<file path="config.mk">
export PLATFORM = sky130hd
export DESIGN_NAME = i2s_tx_serializer
export DESIGN_NICKNAME = d
export VERILOG_FILES = /design/src/rtl/i2s_tx_serializer.sv
export SDC_FILE = /design/constraint.sdc
export NUM_CORES = 1
export LEC_CHECK = 0
export ABC_CLOCK_PERIOD_IN_PS = 2650
export CAP_MARGIN = 30
export CORE_MARGIN = 5
export CORE_UTILIZATION = 25
export CTS_CLUSTER_SIZE = 25
export DETAILED_ROUTE_END_ITERATION = 8
export HOLD_SLACK_MARGIN = 0.12
export PLACE_DENSITY = 0.43
export RECOVER_POWER = 100
export SETUP_SLACK_MARGIN = 0.5
export SLEW_MARGIN = 10
export SYNTH_ARGS = -nofsm -noshare
export SYNTH_HDL_FRONTEND = slang
export SYNTH_SLANG_ARGS = --single-unit
</file>
<file path="constraint.sdc">
create_clock -name clk -period 2.65 [get_ports clk]
set_clock_uncertainty 0.05 [all_clocks]
set_input_delay 0.795 -clock clk [delete_from_list [all_inputs] [get_ports clk]]
set_output_delay 0.795 -clock clk [all_outputs]
set_load 0.01 [all_outputs]
</file>
<file path="src/rtl/i2s_tx_serializer.sv">
// i2s_tx_serializer: sends the held 16-bit filter output as a mono Philips I2S stream.
// BCLK and LRCK are divided down from clk. One sample is captured per frame and sent
// MSB-first in both the left and the right slot.
// Optional build macro: I2S_TX_MUTE_EN adds a frame-aligned mute input.
//
// Handshake: none in the valid/ready sense. sample_req is a one-clk strobe that is high
// in the cycle after the clk edge that captured din. The upstream chain may use it to
// time its own update. din must simply be stable across that capture edge.
module i2s_tx_serializer #(
  parameter int CLK_DIV   = 4,
  parameter int SLOT_BITS = 32
) (
  input  logic               clk,
  input  logic               rst,
  input  logic signed [15:0] din,
`ifdef I2S_TX_MUTE_EN
  input  logic               mute,
`endif
  output logic               sample_req,
  output logic               i2s_bclk,
  output logic               i2s_lrck,
  output logic               i2s_sdata,
  output logic               state_dbg
);

  localparam int DATA_W     = 16;
  localparam int FRAME_BITS = 2 * SLOT_BITS;
  localparam int CW         = $clog2(FRAME_BITS);
  localparam int DCW        = $clog2(CLK_DIV);

  typedef enum logic {ST_SYNC = 1'b0, ST_RUN = 1'b1} state_t;

  state_t                    state_q, state_d;
  logic        [DCW-1:0]     div_cnt_q, div_cnt_d;
  logic        [CW-1:0]      bit_cnt_q, bit_cnt_d;
  logic signed [DATA_W-1:0]  hold_q, hold_d;
  logic                      bclk_q, bclk_d;
  logic                      lrck_q, lrck_d;
  logic                      sdata_q, sdata_d;
  logic                      req_q, req_d;

  // Scratch values for a fall event: the advanced bit position and its offset in the slot.
  logic        [CW-1:0]      bit_nxt;
  logic        [CW-1:0]      slot_pos;

  // Next-state logic: divider, BCLK toggle, per-fall bit advance, and the frame-start capture.
  always_comb begin
    state_d   = state_q;
    div_cnt_d = div_cnt_q;
    bit_cnt_d = bit_cnt_q;
    hold_d    = hold_q;
    bclk_d    = bclk_q;
    lrck_d    = lrck_q;
    sdata_d   = sdata_q;
    req_d     = 1'b0;
    bit_nxt   = bit_cnt_q;
    slot_pos  = '0;

    if (div_cnt_q == DCW'(CLK_DIV - 1)) begin
      div_cnt_d = '0;
      bclk_d    = ~bclk_q;
      if (bclk_q) begin
        // Fall event: everything the DAC samples on the next rising BCLK changes here.
        bit_nxt   = (bit_cnt_q == CW'(FRAME_BITS - 1)) ? '0 : bit_cnt_q + CW'(1);
        bit_cnt_d = bit_nxt;
        lrck_d    = (bit_nxt >= CW'(SLOT_BITS));
        slot_pos  = lrck_d ? (bit_nxt - CW'(SLOT_BITS)) : bit_nxt;

        // Position 0 is the one-BCLK I2S delay bit. It is always padding, so the sample
        // never carries across a slot boundary.
        if ((state_q == ST_RUN) && (slot_pos >= CW'(1)) && (slot_pos <= CW'(DATA_W)))
          sdata_d = hold_q[4'(CW'(DATA_W) - slot_pos)];
        else
          sdata_d = 1'b0;

        if (bit_nxt == '0) begin
`ifdef I2S_TX_MUTE_EN
          hold_d = mute ? '0 : din;
`else
          hold_d = din;
`endif
          req_d   = 1'b1;
          state_d = ST_RUN;
        end
      end
    end else begin
      div_cnt_d = div_cnt_q + DCW'(1);
    end
  end

  // State registers. Reset aborts any frame in progress and starts from the last bit of
  // a silent frame, so the first fall event after reset is a frame start.
  always_ff @(posedge clk) begin
    if (rst) begin
      state_q   <= ST_SYNC;
      div_cnt_q <= '0;
      bit_cnt_q <= CW'(FRAME_BITS - 1);
      hold_q    <= '0;
      bclk_q    <= 1'b0;
      lrck_q    <= 1'b0;
      sdata_q   <= 1'b0;
      req_q     <= 1'b0;
    end else begin
      state_q   <= state_d;
      div_cnt_q <= div_cnt_d;
      bit_cnt_q <= bit_cnt_d;
      hold_q    <= hold_d;
      bclk_q    <= bclk_d;
      lrck_q    <= lrck_d;
      sdata_q   <= sdata_d;
      req_q     <= req_d;
    end
  end

  assign sample_req = req_q;
  assign i2s_bclk   = bclk_q;
  assign i2s_lrck   = lrck_q;
  assign i2s_sdata  = sdata_q;
  assign state_dbg  = (state_q == ST_RUN);

endmodule
</file>
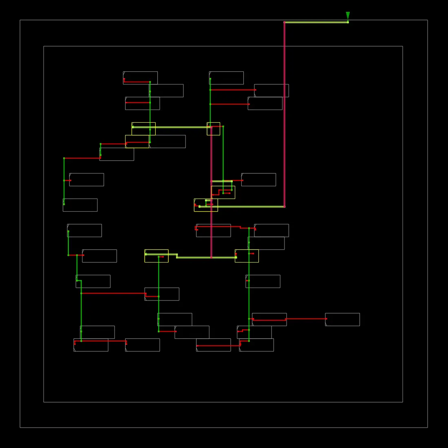
*Clock routing, run 1*
CTS sink cnt: 29
Clk. pwr: 366 uW
flip-flops: 29
Latency at later pin: 0.28 ns
CTS buffer count: 5

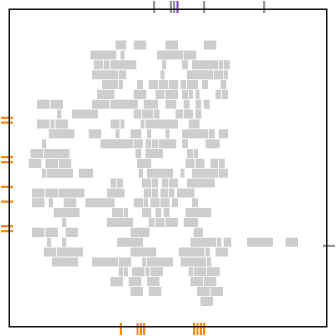
*I/O pins on the die edge, run 1*
Pins as bars across the die edge, other pins in grey.
Key: purple = i2s_sdata [pins 1, direction output, edge top]; orange = din [pins 16, direction input, edge 8 left, 8 bottom]

==> job_summary.md, run 1 <==
## Synthesis and layout report

| Metric | Value |
|---|---|
| Met3 GRT Util | `2.84%` |
| Logic pwr share | `7.7%` |
| Placed cell area | `0.00177 mm^2` |
| Post-Route Utilization | `32.2%` |
| Worst setup SP type | `register` |
| Post-cts resize count | `5` |
| Cells after DPL | `256` |
| Critical Path End | `hold_q[3]$_SDFFE_PP0P_` |
| Post-synth seq share | `39.0%` |
| Syn Nets | `186` |
| Pint | `689 uW` |
| Crit Path Class | `register to register` |
| Dominant kind of cell | `combinational gates` |
| Vias in the first global route | `1218` |
| Synth Area in XOR/XNOR | `0.588%` |
| Hold Path Sink | `div_cnt_q[0]$_SDFF_PP0_` |
| Area Overhead vs Synth | `26.3%` |
| Worst path depth | `8` |
| Longest Clk Path Bufs | `2` |
| Worst Path Buf+Inv | `2` |
| Syn Std Cell Area | `0.00149 mm^2` |
| Non-clk bufs | `29` |
| Initial antenna violation count | `0` |
| Root Driver | `clkbuf_8` |
| DP Wirelength | `2530 um` |
| Vias per cell | `4.92` |
| DR DRC count | `0` |
| Biggest consumer | `registers` |
| Max FO, Critical Path | `9` |
| Clock-pin slew on the worst setup and hold paths | `0.06 ns` |
| Max Freq | `0.447 GHz` |
| Slowest stage cell, crit path | `clkbuf_2` |
| Num rows | `28` |
| Number of enable flip-flop cells | `0` |
| Max IR drop VDD | `192 uV` |
| Die Span Y | `87.2 um` |
| Met3 WL | `176 um` |
| Logic area | `836 um^2` |
| AO/OA Area Share | `15.0%` |
| Top cells by area | `dfxtp_1 (39%), mux2i_1 (12%), nor2_1 (6.3%)` |
| Synth cell types | `38` |
| Final Hold Viols | `0` |
| CP startpoint | `bit_cnt_q[0]$_SDFFE_PP1P_` |
| Outcome | `completed` |
| Worst reg2reg endpoint | `hold_q[3]$_SDFFE_PP0P_` |
| Chip width | `87.2 um` |
| Largest Register | `hold_q` |
| Asr flop ratio synth | `0%` |
| Worst path top cell family by delay | `buffers and inverters` |
| Comb group | `68.0 uW` |
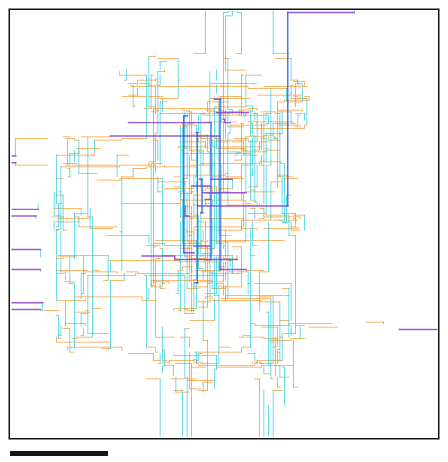
*Routed metal, one colour a layer, run 1*
Bar = 20 um.
Key: blue = M4 [wire length 167 um]; purple = M3 [wire length 176 um]; cyan = M2 [wire length 1790 um]; orange = M1 [wire length 1440 um]

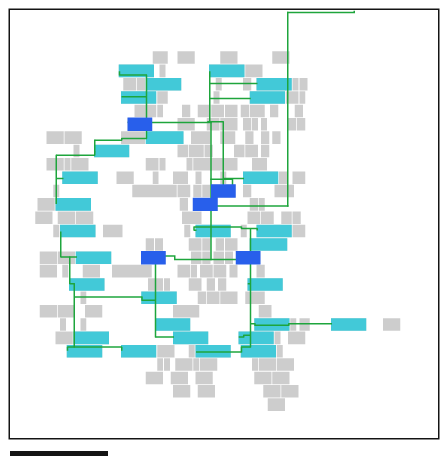
*Clock distribution, run 1*
Bar = 20 um.
Key: blue = clock-net drivers [count 5]; green = clock wires [length 413 um]; cyan = flip-flops [count 29]
There are 6 routed clock nets.

==> run 1 -> run 2 <==
--- a/config.mk
+++ b/config.mk
@@ -5,14 +5,14 @@
 export SDC_FILE = /design/constraint.sdc
 export NUM_CORES = 1
 export LEC_CHECK = 0
-export ABC_CLOCK_PERIOD_IN_PS = 2650
+export ABC_CLOCK_PERIOD_IN_PS = 2050
 export CAP_MARGIN = 30
 export CORE_MARGIN = 5
 export CORE_UTILIZATION = 25
 export CTS_CLUSTER_SIZE = 25
 export DETAILED_ROUTE_END_ITERATION = 8
 export HOLD_SLACK_MARGIN = 0.12
-export PLACE_DENSITY = 0.43
+export PLACE_DENSITY = 0.45
 export RECOVER_POWER = 100
 export SETUP_SLACK_MARGIN = 0.5
 export SLEW_MARGIN = 10
==> constraint.sdc (replaced) <==
create_clock -name clk -period 2.05 [get_ports clk]
set_clock_uncertainty 0.05 [all_clocks]
set_input_delay 0.615 -clock clk [delete_from_list [all_inputs] [get_ports clk]]
set_output_delay 0.615 -clock clk [all_outputs]
set_load 0.01 [all_outputs]
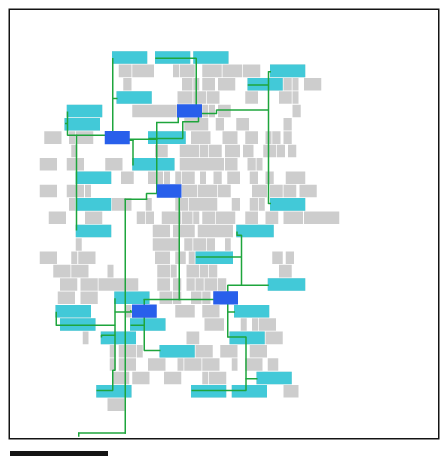
*Clock distribution, run 2*
Bar = 20 um.
Clk. pwr: 467 uW
Clock power frac: 40.8%

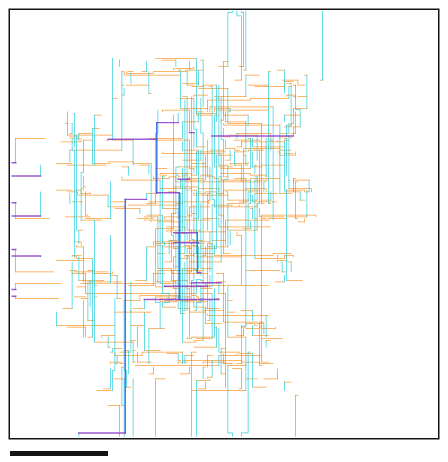
*Routed metal, one colour a layer, run 2*
Bar = 20 um.
Key: blue = M4 [wire length 91.8 um]; cyan = M2 [wire length 1990 um]; orange = M1 [wire length 1550 um]; purple = M3 [wire length 114 um]

==> run 2 against run 1 <==
Compared with the run above: power is 30% higher; critical path depth unchanged; final cell count increased by 6.5%; first-iteration DRC count rose by 1.4%; global-route usage is 1.0 points higher; die area stayed put; design area grew 11%; setup slack worse by 0.35 ns; critical path type unchanged; largest cell class unchanged; largest power group unchanged.
==> job_summary.md, run 2 <==
## Synthesis and layout report

| Metric | Value |
|---|---|
| Outcome | `completed` |
| Max IR drop VDD | `357 uV (+86%)` |
| DP Wirelength | `2790 um (+10%)` |
| Yosys simple share | `21.0%` |
| Placed cell area | `0.00187 mm^2 (+5.8%)` |
| Routability cong. | `0.820` |
| Pint | `899 uW (+31%)` |
| Chip width | `87.2 um (unchanged)` |
| Logic area | `881 um^2 (+5.4%)` |
| Top cells by area | `dfxtp_1 (39%), mux2i_1 (12%), nor2_1 (6.3%)` |
| Met3 GRT Util | `1.99% (-0.85 points)` |
| Biggest consumer | `registers` |
| Crit Path Class | `register to register` |
| CP startpoint | `bit_cnt_q[1]$_SDFFE_PP1P_` |
| Clock-pin slew on the worst setup and hold paths | `0.06 ns (about the same)` |
| Worst Path Buf+Inv | `1 (-1)` |
| Worst reg2reg endpoint | `i2s_sdata$_SDFFE_PP0P_` |
| Vias in the first global route | `1369 (+12%)` |
| Number of enable flip-flop cells | `0 (unchanged)` |
| Latency at later pin | `0.28 ns (about the same)` |
| Vias per cell | `4.75 (-3.3%)` |
| Worst path top cell family by delay | `AND-OR/OR-AND gates` |
| M1 wire length | `1550 um` |
| Hold Path Sink | `div_cnt_q[0]$_SDFF_PP0_` |
| Synth Area in XOR/XNOR | `0.588% (unchanged)` |
| Logic pwr share | `8.8% (+1.1 points)` |
| DR DRC count | `0 (unchanged)` |
| CTS buffer count | `5 (unchanged)` |
| Max FO, Critical Path | `5 (-4)` |
| Area Overhead vs Synth | `40.1%` |
| Num rows | `28 (unchanged)` |
| CTS sink cnt | `29 (unchanged)` |
| Initial antenna violation count | `0 (unchanged)` |
| Slowest stage cell, crit path | `a2111o_1` |
| Critical Path End | `i2s_sdata$_SDFFE_PP0P_` |
| Post-cts resize count | `28 (+23)` |
| Worst setup SP type | `register` |
| Root Driver | `clkbuf_8` |
| Post-synth seq share | `39.0% (unchanged)` |
| Non-clk bufs | `46 (+59%)` |
| Die Span Y | `87.2 um (unchanged)` |
| M1 GR Usage | `11.3%` |
| Comb group | `101 uW (+49%)` |
| Longest Clk Path Bufs | `2 (unchanged)` |
| Final Hold Viols | `0 (unchanged)` |
| Cells after DPL | `267 (+4.3%)` |
| Worst path depth | `8 (unchanged)` |
| Synth cell types | `38 (unchanged)` |
| WP data required | `2.15 ns` |
==> run 2 -> run 3 <==
--- a/config.mk
+++ b/config.mk
@@ -9,6 +9,7 @@
 export CAP_MARGIN = 30
 export CORE_MARGIN = 5
 export CORE_UTILIZATION = 25
+export CTS_CLUSTER_DIAMETER = 120
 export CTS_CLUSTER_SIZE = 25
 export DETAILED_ROUTE_END_ITERATION = 8
 export HOLD_SLACK_MARGIN = 0.12
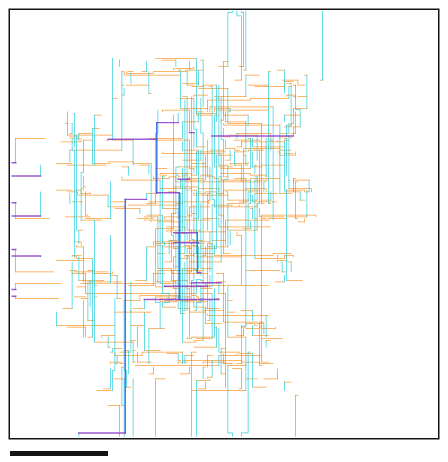
*Routed metal, one colour a layer, run 3*
Bar = 20 um.
Key: cyan = M2 [wire length 1990 um]; orange = M1 [wire length 1550 um]; blue = M4 [wire length 91.8 um]; purple = M3 [wire length 114 um]

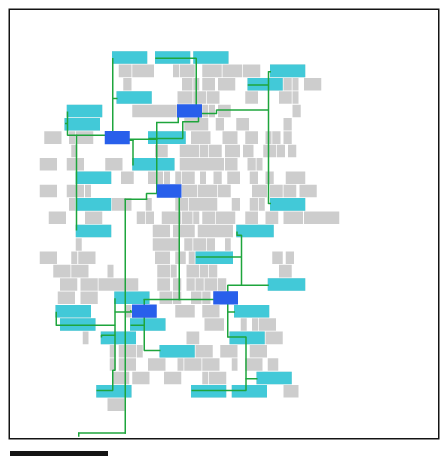
*Clock distribution, run 3*
Bar = 20 um.
Key: green = clock wires [length 419 um]; blue = clock-net drivers [count 5]; cyan = flip-flops [count 29]
There are 6 routed clock nets.

==> run 3 against run 2 <==
Compared with the run above: final cell count is the same; maximum frequency unchanged; hold slack unchanged; flip-flop count is the same; die area is the same; routed wire length stayed put; non-clock buffer count unchanged; via count is the same; core utilization unchanged; clock power is essentially flat; largest power group unchanged.
==> job_summary.md, run 3 <==
## Synthesis and layout report

| Metric | Value |
|---|---|
| Outcome | `completed` |
| Hold path depth | `1` |
| MUX share of area | `15.1%` |
| Pint | `899 uW (unchanged)` |
| Worst path top cell family by delay | `AND-OR/OR-AND gates` |
| Hold WS | `0.373 ns` |
| Cells after DPL | `267 (unchanged)` |
| Vias in the first global route | `1369 (unchanged)` |
| Longest Clk Path Bufs | `2 (unchanged)` |
| Comb group | `101 uW (about the same)` |
| AO/OA Area Share | `15.0%` |
| Worst setup SP type | `register` |
| WP data required | `2.15 ns (about the same)` |
| Number of non-clock inverters | `3` |
| Avg Cell Area, Syn | `9.03 um^2` |
| Vias per cell | `4.75 (unchanged)` |
| Die area | `0.00760 mm^2` |
| Chip width | `87.2 um (unchanged)` |
| Synth warn | `0` |
| Worst Path Buf+Inv | `1 (unchanged)` |
| Non-clk bufs | `46 (unchanged)` |
| DR top layer | `met4` |
| Biggest consumer | `registers` |
| Clock buffer cells | `7` |
| CTS buffer count | `5 (unchanged)` |
| Top cell excl fill/tap | `nor2_1` |
| Fin crit period | `1.99 ns` |
| RSZ-0062 raised after global routing | `true` |
| Tapcells | `75` |
| Slowest stage cell, crit path | `a2111o_1` |
| Dominant kind of cell | `combinational gates` |
| Top cells excl fill/tap | `nor2_1 (25), dfxtp_1 (24), mux2i_1 (18), buf_4 (18), clkdlybuf4s50_1 (17)` |
| Clock-pin slew on the worst setup and hold paths | `0.06 ns (about the same)` |
| Post-cts resize count | `28 (unchanged)` |
| Pre-CTS setup slack | `-0.135 ns` |
| Flip-flops | `29` |
| Placed cell area | `0.00187 mm^2 (unchanged)` |
| Worst Setup End Kind | `register` |
| Logic pwr share | `8.8% (about the same)` |
| Post-Route Utilization | `35.7%` |
| Leak | `0.812 nW` |
| Logic share of the area | `42.2%` |
| DR DRC count | `0 (unchanged)` |
| Routability cong. | `0.820 (unchanged)` |
| Flop-to-flop setup slack | `0.06 ns` |
| Worst reg2reg endpoint | `i2s_sdata$_SDFFE_PP0P_` |
| Area Overhead vs Synth | `40.1% (unchanged)` |
| Post-CTS Setup Bufs | `5` |
| Yosys top cell by area | `dfxtp_1` |
| Crit Path Class | `register to register` |
| M1 GR Usage | `11.3% (unchanged)` |
| Yosys simple share | `21.0% (unchanged)` |
| Pins Over Slew Limit | `0` |
| Hold Path Sink | `div_cnt_q[0]$_SDFF_PP0_` |
| CTS sink cnt | `29 (unchanged)` |
| Synth Area in XOR/XNOR | `0.588% (unchanged)` |
| Latency at later pin | `0.28 ns (about the same)` |
| Final Hold Viols | `0 (unchanged)` |
| Synth cell types | `38 (unchanged)` |
| Max FO, Critical Path | `5 (unchanged)` |
| Critical Path End | `i2s_sdata$_SDFFE_PP0P_` |
| Met2 usage | `20.3%` |
| Congestion Overflow GR | `0` |
| Clk. pwr | `467 uW (about the same)` |
| Final worst setup slack | `0.0594 ns` |
| Num rows | `28 (unchanged)` |
| Rel. slew slack | `73.9%` |
| Number of enable flip-flop cells | `0 (unchanged)` |
| First-pass GRT wire length | `6360 um` |
| Logic area | `881 um^2 (unchanged)` |
| Top cells by area | `dfxtp_1 (39%), mux2i_1 (12%), nor2_1 (6.3%)` |
| CTS tree | `yes` |
| Root Driver | `clkbuf_8` |
| Met3 GRT Util | `1.99% (unchanged)` |
| Asr flop ratio synth | `0%` |
| Power density over cell area | `549 mW/mm^2` |
| DP Wirelength | `2790 um (unchanged)` |
| Yosys top cell area share | `39.0%` |
| Post-synth seq share | `39.0% (unchanged)` |
| Core area | `0.00585 mm^2` |
| Clock power frac | `40.8% (about the same)` |
| Worst path depth | `8 (unchanged)` |
| Max IR drop VDD | `357 uV (unchanged)` |
| Ys flop type | `dfxtp_1` |
| Largest net degree at the start of global routing | `19` |
| CP startpoint | `bit_cnt_q[1]$_SDFFE_PP1P_` |
| H-Tree Depth | `2` |
| Die Span Y | `87.2 um (unchanged)` |
| Initial antenna violation count | `0 (unchanged)` |
| M1 wire length | `1550 um (unchanged)` |
No activity file was given, so power comes from the tool's default toggle rates.
